## src/rtl/bram_bank_arbiter_pkg.sv

```systemverilog
// Shared constants and types for the BRAM bank arbiter.
//   SELECT_W  : address MSBs that pick a bank
//   NUM_BANKS : bank count (2**SELECT_W)
//   DATA_W    : bank data width
//   state_t   : arbiter FSM encodings (INIT zero-fill / READY arbitration)
package bram_bank_arbiter_pkg;

    localparam int SELECT_W  = 2;
    localparam int NUM_BANKS = 1 << SELECT_W;
    localparam int DATA_W    = 8;

    typedef enum logic {
        ST_INIT  = 1'b0,
        ST_READY = 1'b1
    } state_t;

    // Every SELECT_W-bit value names a real bank, so no range check is needed.
    function automatic logic [NUM_BANKS-1:0] bank_onehot(input logic [SELECT_W-1:0] b);
        logic [NUM_BANKS-1:0] oh;
        oh    = '0;
        oh[b] = 1'b1;
        return oh;
    endfunction

endpackage

```

## src/rtl/bram_bank_arbiter_if.sv

```systemverilog
// Bus bundle between the requesters/banks and the arbiter.
//   Request side : req, req_we, req_addr, req_wdata (packed per requester), gnt
//   Bank side    : bank_en, bank_we, bank_addr, bank_wdata
//   Return side  : sel (output mux select), rvalid, rid, init_done
// slave  = the arbiter, master = requester/bank environment.
interface bram_bank_arbiter_if #(
    parameter int NUM_REQ = 4,
    parameter int BANK_AW = 10
);
    import bram_bank_arbiter_pkg::*;

    localparam int AW_FULL = BANK_AW + SELECT_W;
    localparam int IDW     = $clog2(NUM_REQ);

    logic [NUM_REQ-1:0]         req;
    logic [NUM_REQ-1:0]         req_we;
    logic [NUM_REQ*AW_FULL-1:0] req_addr;
    logic [NUM_REQ*DATA_W-1:0]  req_wdata;
    logic [NUM_REQ-1:0]         gnt;
    logic [NUM_BANKS-1:0]       bank_en;
    logic [NUM_BANKS-1:0]       bank_we;
    logic [BANK_AW-1:0]         bank_addr;
    logic [DATA_W-1:0]          bank_wdata;
    logic [SELECT_W-1:0]        sel;
    logic                       rvalid;
    logic [IDW-1:0]             rid;
    logic                       init_done;

    modport slave (
        input  req, req_we, req_addr, req_wdata,
        output gnt, bank_en, bank_we, bank_addr, bank_wdata, sel, rvalid, rid, init_done
    );

    modport master (
        output req, req_we, req_addr, req_wdata,
        input  gnt, bank_en, bank_we, bank_addr, bank_wdata, sel, rvalid, rid, init_done
    );

endinterface

```

## src/rtl/bram_bank_arbiter_rr.sv

```systemverilog
// Combinational round-robin arbiter: grants the first asserted request at or
// after ptr, wrapping NUM_REQ-1 -> 0.
//   req     : request vector
//   ptr     : highest-priority requester index
//   gnt     : one-hot grant (0 when no request)
//   gnt_idx : index of the granted requester
//   gnt_any : some request was granted
module bram_bank_arbiter_rr #(
    parameter int NUM_REQ = 4,
    parameter int IDW     = $clog2(NUM_REQ)
) (
    input  logic [NUM_REQ-1:0] req,
    input  logic [IDW-1:0]     ptr,
    output logic [NUM_REQ-1:0] gnt,
    output logic [IDW-1:0]     gnt_idx,
    output logic               gnt_any
);

    logic [IDW:0]   sum;
    logic [IDW-1:0] cand;

    always_comb begin
        gnt     = '0;
        gnt_idx = '0;
        gnt_any = 1'b0;
        sum     = '0;
        cand    = '0;
        for (int k = 0; k < NUM_REQ; k++) begin
            // Extra bit keeps ptr+k from overflowing before the wrap.
            sum = {1'b0, ptr} + (IDW+1)'(k);
            if (sum >= (IDW+1)'(NUM_REQ)) begin
                sum = sum - (IDW+1)'(NUM_REQ);
            end
            cand = sum[IDW-1:0];
            if (!gnt_any && req[cand]) begin
                gnt_any   = 1'b1;
                gnt[cand] = 1'b1;
                gnt_idx   = cand;
            end
        end
    end

endmodule

```

## src/rtl/bram_bank_arbiter.sv

```systemverilog
// Shares four 8-bit BRAM banks among NUM_REQ requesters, one access per cycle,
// round-robin. After reset (INIT_EN=1) every bank word is zero-filled before
// any request is granted. Read returns are tagged with the requester id and
// the bank select is delayed to line up with the BRAM read latency.
//   clk, rst : clock, synchronous active-high reset
//   bus      : request/bank/return bundle (slave side)
module bram_bank_arbiter
    import bram_bank_arbiter_pkg::*;
#(
    parameter int NUM_REQ  = 4,
    parameter int BANK_AW  = 10,
    parameter int READ_LAT = 1,
    parameter int INIT_EN  = 1
) (
    input  logic              clk,
    input  logic              rst,
    bram_bank_arbiter_if.slave bus
);

    localparam int AW_FULL = BANK_AW + SELECT_W;
    localparam int IDW     = $clog2(NUM_REQ);
    localparam state_t RST_STATE = (INIT_EN != 0) ? ST_INIT : ST_READY;

    state_t               state_q, state_d;
    logic [BANK_AW-1:0]   fill_cnt_q, fill_cnt_d;
    logic [IDW-1:0]       ptr_q, ptr_d;
    logic [NUM_BANKS-1:0] bank_en_q, bank_en_d;
    logic [NUM_BANKS-1:0] bank_we_q, bank_we_d;
    logic [BANK_AW-1:0]   bank_addr_q, bank_addr_d;
    logic [DATA_W-1:0]    bank_wdata_q, bank_wdata_d;
    logic                 init_done_q, init_done_d;

    // Return pipeline; stage READ_LAT is the visible output stage.
    logic                pv_q   [READ_LAT+1];
    logic                pv_d   [READ_LAT+1];
    logic [IDW-1:0]      pid_q  [READ_LAT+1];
    logic [IDW-1:0]      pid_d  [READ_LAT+1];
    logic [SELECT_W-1:0] psel_q [READ_LAT+1];
    logic [SELECT_W-1:0] psel_d [READ_LAT+1];

    logic [AW_FULL-1:0] addr_arr  [NUM_REQ];
    logic [DATA_W-1:0]  wdata_arr [NUM_REQ];

    for (genvar gi = 0; gi < NUM_REQ; gi++) begin : g_unpack
        assign addr_arr[gi]  = bus.req_addr[gi*AW_FULL +: AW_FULL];
        assign wdata_arr[gi] = bus.req_wdata[gi*DATA_W +: DATA_W];
    end

    // Arbitration
    logic               arb_en, accept, gnt_any_raw;
    logic [NUM_REQ-1:0] gnt_raw, gnt;
    logic [IDW-1:0]     gnt_idx;

    bram_bank_arbiter_rr #(.NUM_REQ(NUM_REQ), .IDW(IDW)) u_rr (
        .req     (bus.req),
        .ptr     (ptr_q),
        .gnt     (gnt_raw),
        .gnt_idx (gnt_idx),
        .gnt_any (gnt_any_raw)
    );

    // Grants are suppressed during zero-fill and in the reset cycle.
    assign arb_en  = (state_q == ST_READY) && !rst;
    assign gnt     = arb_en ? gnt_raw : '0;
    assign accept  = arb_en && gnt_any_raw;
    assign bus.gnt = gnt;

    // Fields of the granted requester (AND-OR over the one-hot grant).
    logic [AW_FULL-1:0]  g_addr;
    logic [DATA_W-1:0]   g_wdata;
    logic                g_we;
    logic [SELECT_W-1:0] g_bank;
    logic                rd_issue;

    always_comb begin
        g_addr  = '0;
        g_wdata = '0;
        g_we    = 1'b0;
        for (int i = 0; i < NUM_REQ; i++) begin
            if (gnt[i]) begin
                g_addr  = g_addr | addr_arr[i];
                g_wdata = g_wdata | wdata_arr[i];
                g_we    = g_we | bus.req_we[i];
            end
        end
    end

    assign g_bank   = g_addr[AW_FULL-1 -: SELECT_W];
    assign rd_issue = accept && !g_we;

    // FSM: state register
    always_ff @(posedge clk) begin
        if (rst) state_q <= RST_STATE;
        else     state_q <= state_d;
    end

    // FSM: next state -- leave INIT once the last word has been issued.
    always_comb begin
        state_d = state_q;
        if (state_q == ST_INIT && fill_cnt_q == '1) begin
            state_d = ST_READY;
        end
    end

    // FSM: outputs / datapath next values
    always_comb begin
        bank_en_d    = '0;
        bank_we_d    = '0;
        bank_addr_d  = bank_addr_q;
        bank_wdata_d = bank_wdata_q;
        fill_cnt_d   = fill_cnt_q;
        ptr_d        = ptr_q;
        init_done_d  = (state_q == ST_READY);
        if (state_q == ST_INIT) begin
            bank_en_d    = '1;
            bank_we_d    = '1;
            bank_addr_d  = fill_cnt_q;
            bank_wdata_d = '0;
            fill_cnt_d   = fill_cnt_q + BANK_AW'(1);
        end else if (accept) begin
            bank_en_d    = bank_onehot(g_bank);
            bank_we_d    = g_we ? bank_onehot(g_bank) : '0;
            bank_addr_d  = g_addr[BANK_AW-1:0];
            bank_wdata_d = g_wdata;
            ptr_d        = (gnt_idx == IDW'(NUM_REQ-1)) ? '0 : gnt_idx + IDW'(1);
        end

        // id/select registers only move with a valid entry, so the outputs
        // hold their last value while rvalid is low.
        pv_d[0]   = rd_issue;
        pid_d[0]  = rd_issue ? gnt_idx : pid_q[0];
        psel_d[0] = rd_issue ? g_bank  : psel_q[0];
        for (int j = 1; j <= READ_LAT; j++) begin
            pv_d[j]   = pv_q[j-1];
            pid_d[j]  = pv_q[j-1] ? pid_q[j-1]  : pid_q[j];
            psel_d[j] = pv_q[j-1] ? psel_q[j-1] : psel_q[j];
        end
    end

    always_ff @(posedge clk) begin
        if (rst) begin
            fill_cnt_q   <= '0;
            ptr_q        <= '0;
            bank_en_q    <= '0;
            bank_we_q    <= '0;
            bank_addr_q  <= '0;
            bank_wdata_q <= '0;
            init_done_q  <= 1'b0;
            for (int j = 0; j <= READ_LAT; j++) begin
                pv_q[j]   <= 1'b0;
                pid_q[j]  <= '0;
                psel_q[j] <= '0;
            end
        end else begin
            fill_cnt_q   <= fill_cnt_d;
            ptr_q        <= ptr_d;
            bank_en_q    <= bank_en_d;
            bank_we_q    <= bank_we_d;
            bank_addr_q  <= bank_addr_d;
            bank_wdata_q <= bank_wdata_d;
            init_done_q  <= init_done_d;
            for (int j = 0; j <= READ_LAT; j++) begin
                pv_q[j]   <= pv_d[j];
                pid_q[j]  <= pid_d[j];
                psel_q[j] <= psel_d[j];
            end
        end
    end

    assign bus.bank_en    = bank_en_q;
    assign bus.bank_we    = bank_we_q;
    assign bus.bank_addr  = bank_addr_q;
    assign bus.bank_wdata = bank_wdata_q;
    assign bus.rvalid     = pv_q[READ_LAT];
    assign bus.rid        = pid_q[READ_LAT];
    assign bus.sel        = psel_q[READ_LAT];
    assign bus.init_done  = init_done_q;

endmodule

```

## src/flat_wrapper.sv

```systemverilog
// flat-port wrapper written by rule: the top's interface ports become plain ports
module bram_bank_arbiter_flat import bram_bank_arbiter_pkg::*;
#(
    parameter int NUM_REQ  = 4,
    parameter int BANK_AW  = 10,
    parameter int READ_LAT = 1,
    parameter int INIT_EN  = 1
)
  (clk, rst, bus_req, bus_req_we, bus_req_addr, bus_req_wdata, bus_gnt, bus_bank_en, bus_bank_we, bus_bank_addr, bus_bank_wdata, bus_sel, bus_rvalid, bus_rid, bus_init_done);
  bram_bank_arbiter_if #(.NUM_REQ(NUM_REQ), .BANK_AW(BANK_AW)) bus_i ();
  input  logic clk;
  input  logic rst;
  input wire logic [$bits(bus_i.req)-1:0] bus_req;
  input wire logic [$bits(bus_i.req_we)-1:0] bus_req_we;
  input wire logic [$bits(bus_i.req_addr)-1:0] bus_req_addr;
  input wire logic [$bits(bus_i.req_wdata)-1:0] bus_req_wdata;
  output wire logic [$bits(bus_i.gnt)-1:0] bus_gnt;
  output wire logic [$bits(bus_i.bank_en)-1:0] bus_bank_en;
  output wire logic [$bits(bus_i.bank_we)-1:0] bus_bank_we;
  output wire logic [$bits(bus_i.bank_addr)-1:0] bus_bank_addr;
  output wire logic [$bits(bus_i.bank_wdata)-1:0] bus_bank_wdata;
  output wire logic [$bits(bus_i.sel)-1:0] bus_sel;
  output wire logic [$bits(bus_i.rvalid)-1:0] bus_rvalid;
  output wire logic [$bits(bus_i.rid)-1:0] bus_rid;
  output wire logic [$bits(bus_i.init_done)-1:0] bus_init_done;
  assign bus_i.req = bus_req;
  assign bus_i.req_we = bus_req_we;
  assign bus_i.req_addr = bus_req_addr;
  assign bus_i.req_wdata = bus_req_wdata;
  assign bus_gnt = bus_i.gnt;
  assign bus_bank_en = bus_i.bank_en;
  assign bus_bank_we = bus_i.bank_we;
  assign bus_bank_addr = bus_i.bank_addr;
  assign bus_bank_wdata = bus_i.bank_wdata;
  assign bus_sel = bus_i.sel;
  assign bus_rvalid = bus_i.rvalid;
  assign bus_rid = bus_i.rid;
  assign bus_init_done = bus_i.init_done;
  bram_bank_arbiter #(.NUM_REQ(NUM_REQ), .BANK_AW(BANK_AW), .READ_LAT(READ_LAT), .INIT_EN(INIT_EN)) u_core (.clk(clk), .rst(rst), .bus(bus_i));
endmodule
```

## config.mk

```make
export PLATFORM = sky130hd
export DESIGN_NAME = bram_bank_arbiter_flat
export DESIGN_NICKNAME = d
export VERILOG_FILES = /design/src/rtl/bram_bank_arbiter_pkg.sv /design/src/rtl/bram_bank_arbiter_if.sv /design/src/rtl/bram_bank_arbiter_rr.sv /design/src/rtl/bram_bank_arbiter.sv /design/src/flat_wrapper.sv
export SDC_FILE = /design/constraint.sdc
export NUM_CORES = 1
export LEC_CHECK = 0
export ABC_CLOCK_PERIOD_IN_PS = 4200
export CAP_MARGIN = 40
export CORE_ASPECT_RATIO = 0.8
export CORE_UTILIZATION = 40
export CTS_BUF_LIST = sky130_fd_sc_hd__clkbuf_2 sky130_fd_sc_hd__clkbuf_4 sky130_fd_sc_hd__clkbuf_8
export CTS_CLUSTER_DIAMETER = 200
export CTS_CLUSTER_SIZE = 20
export DETAILED_ROUTE_END_ITERATION = 6
export GPL_ROUTABILITY_DRIVEN = 0
export PLACE_DENSITY = 0.75
export REMOVE_ABC_BUFFERS = 1
export SLEW_MARGIN = 20
export SYNTH_ARGS = -nofsm -noshare
export SYNTH_HDL_FRONTEND = slang
export SYNTH_SLANG_ARGS = --single-unit
```

## constraint.sdc

```tcl
create_clock -name clk -period 4.2 [get_ports clk]
set_clock_uncertainty 0.05 [all_clocks]
set_input_delay 0.42 -clock clk [delete_from_list [all_inputs] [get_ports clk]]
set_output_delay 0.42 -clock clk [all_outputs]
set_load 0.01 [all_outputs]
```

==> images/density.png <==
10 x 8 tiles, from black (low) to pale yellow (high), 0 to 100% covered.
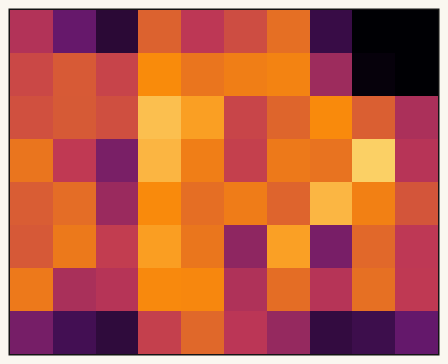
fullest tile	90%
mean over tiles	53%
tiles over 75% full	8.7%
Core Region: 7460 um^2
starting density of the core: 41.7%
Core Util, Final: 60.1%

==> images/gate_families.png <==
Bar = 20 um.
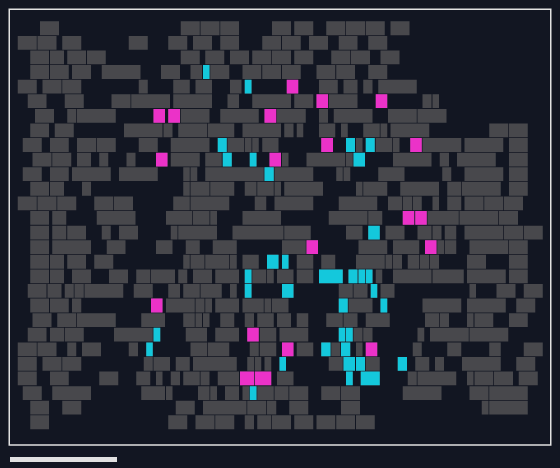
colour	family	cells
magenta	AND and OR gates	20
cyan	NAND gates	35
Non-Filler Instances: 561
logic share of the area: 42.0%
most frequent logic cell in the layout: clkdlybuf4s50_1

==> results_dict.tcl <==
# place-and-route summary
set metrics [dict create \
    status "complete, no violations" \
    ff_type "dfxtp_1" \
    crit_path_end_kind "output pin" \
    mux_area_share_pct 5.14 \
    top_area_cell "dfxtp_1" \
    synthDistinctLibCells 65 \
    cts_buffer_depth 2 \
    cp-start-kind "register" \
    routed_wl_um 9560 \
    die_y_um 80.9 \
    syn_area_um2 3110 \
    vdd_drop_max_mv 0.144 \
    crit_buf_inv 2 \
    grt_max_degree 42 \
    path_max_fanout 12 \
    cp_slowest_stage_delay_ns 0.56 \
    switching_share_pct 22.7 \
    layout_setup_ws_ns 0.252 \
    path_cells "inv_1 -> ha_1 -> mux4_2 -> a2111o_1 -> a221oi_4 -> a21o_1 -> clkdlybuf4s50_1" \
    logic_gate_count 252 \
    seq_share_pct 22.3 \
    adder_share_pct 3.21 \
    layout-drive-gt1-share_pct 10.3 \
    cts-resized-gates 0 \
    ys_cells 347 \
    worst_ep_arrival_time_ns 3.48 \
    fmax_mhz 253 \
    power_w 0.000990 \
    r2r_end "u_core.bus.bank_addr[0]" \
    top_power_group "registers" \
    postPlaceCellArea_um2 4370 \
    cp.depth 7 \
]
==> images/met3.png <==
Bar = 20 um.
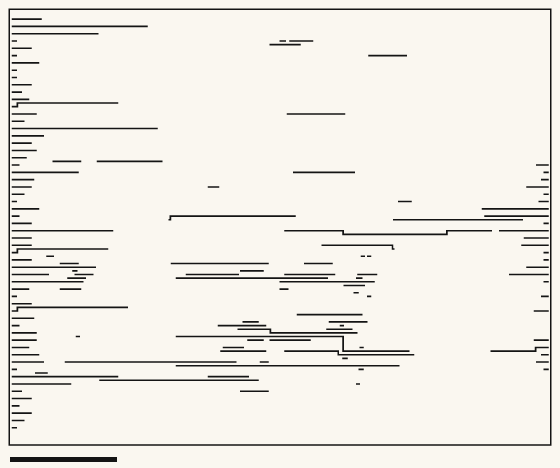
main direction	horizontal
longest straight run	41.4 um
share of all routed wire	10%
met3 Use GR: 7.49%
Vias: 3239

